==> images/final_congestion.png <==
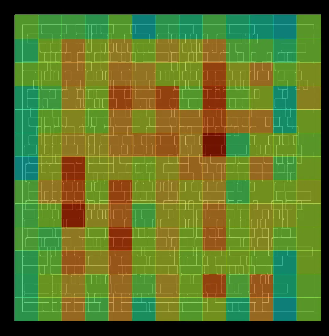
==> images/gate_families.png <==
Drawn at 6 px/um.
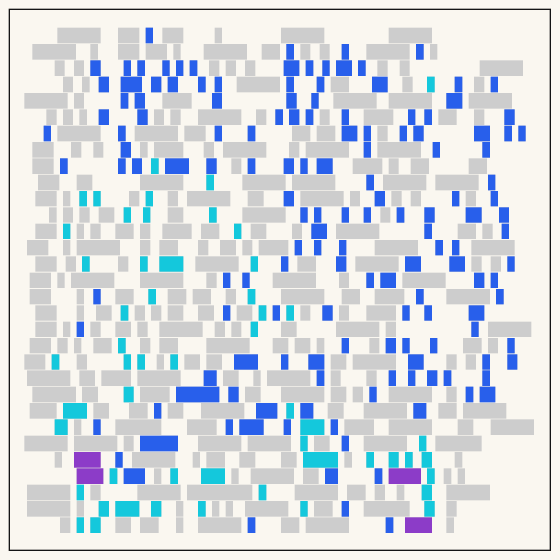
==> images/wire_density.png <==
Drawn at 4 px/um. 18 x 18 tiles, from white (low) to dark blue (high), scaled to the fullest tile. Values are wire area over tile area, all layers added.
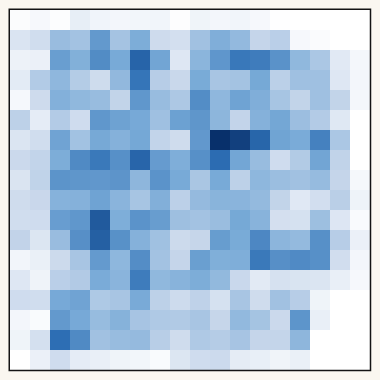
==> config.mk <==
export PLATFORM = sky130hd
export DESIGN_NAME = i2s_tx
export DESIGN_NICKNAME = d
export VERILOG_FILES = /design/src/rtl/i2s_tx.sv
export SDC_FILE = /design/constraint.sdc
export NUM_CORES = 1
export LEC_CHECK = 0
export ABC_AREA = 1
export CELL_PAD_IN_SITES_DETAIL_PLACEMENT = 1
export CELL_PAD_IN_SITES_GLOBAL_PLACEMENT = 1
export CORE_MARGIN = 2
export CORE_UTILIZATION = 42
export DETAILED_ROUTE_END_ITERATION = 10
export GPL_TIMING_DRIVEN = 1
export MAX_ROUTING_LAYER = met4
export PLACE_DENSITY_LB_ADDON = 0.08
export SLEW_MARGIN = 0
export SYNTH_ARGS = -nofsm -noshare
export SYNTH_HDL_FRONTEND = slang
export SYNTH_SLANG_ARGS = --single-unit
export TNS_END_PERCENT = 1
==> constraint.sdc <==
create_clock -name i_clk48 -period 1.9 [get_ports i_clk48]
set_input_delay 0.475 -clock i_clk48 [delete_from_list [all_inputs] [get_ports i_clk48]]
set_output_delay 0.475 -clock i_clk48 [all_outputs]
set_load 0.05 [all_outputs]
==> flow_summary_export.csv <==
group,metric,value,unit
route,met2_length,4130,um
logic_synthesis,mux_share,0,%
critical_path,reg2regPathDepth,11,
pwr,p_sw,800,uW
route,drt-pass1-iter-count,4,
logic_synthesis,synth_top_cell_by_area,"dfxtp_1",
sta,holdWs,0.456,ns
global_route,grt_overflow_total,0,
critical_path,path_buffers,4,
sta,worst_pin_slew,0.367,ns
placement,place_inst,561,
logic_synthesis,xor_area_share,1.69,%
die,die-area,0.00809,mm2
run_status,status,"finished, final reports clean",
global_route,antenna_found_initial,0,
global_route,grt_pass1_wl,14800,um
logic_synthesis,ys_async_sr_fraction,0,%
placement,io_buffers,24,
sta,relSlewSlack,75.4,%
critical_path,cp_max_fo,3,
worst_hold_path,min_delay_path_depth,2,
logic_synthesis,syn_nets,451,
logic_synthesis,numSynthFlops,62,
cells_and_area,comb_cells,308,
sta,finalCritPeriodShare,97.2,%
cts,worstSkewPairLatency,0.34,ns
Back to the opening pictures, final_congestion.png:
Most Crowded Layer GR: met2
routing usage on met3: 4.44%
met1 usage: 31.2%
GR Util All Layers: 23.4%

Back to the opening pictures, gate_families.png:
| colour | family | cells |
|---|---|---|
| cyan | NOR gates | 53 |
| purple | adder and majority cells | 4 |
| blue | NAND gates | 150 |
final instance count without filler cells: 577
most frequent logic cell in the layout: nand2_1
combinational share of cell area: 41.6%

Back to the opening pictures, wire_density.png:
fullest tile: 0.50
emptiest ninth of the die: south-east
densest ninth of the die: centre
nearly empty tiles: 7.1%
mean over tiles: 0.17
final WL: 8790 um
Vias: 3014

Power is estimated from default activity; no workload was simulated.
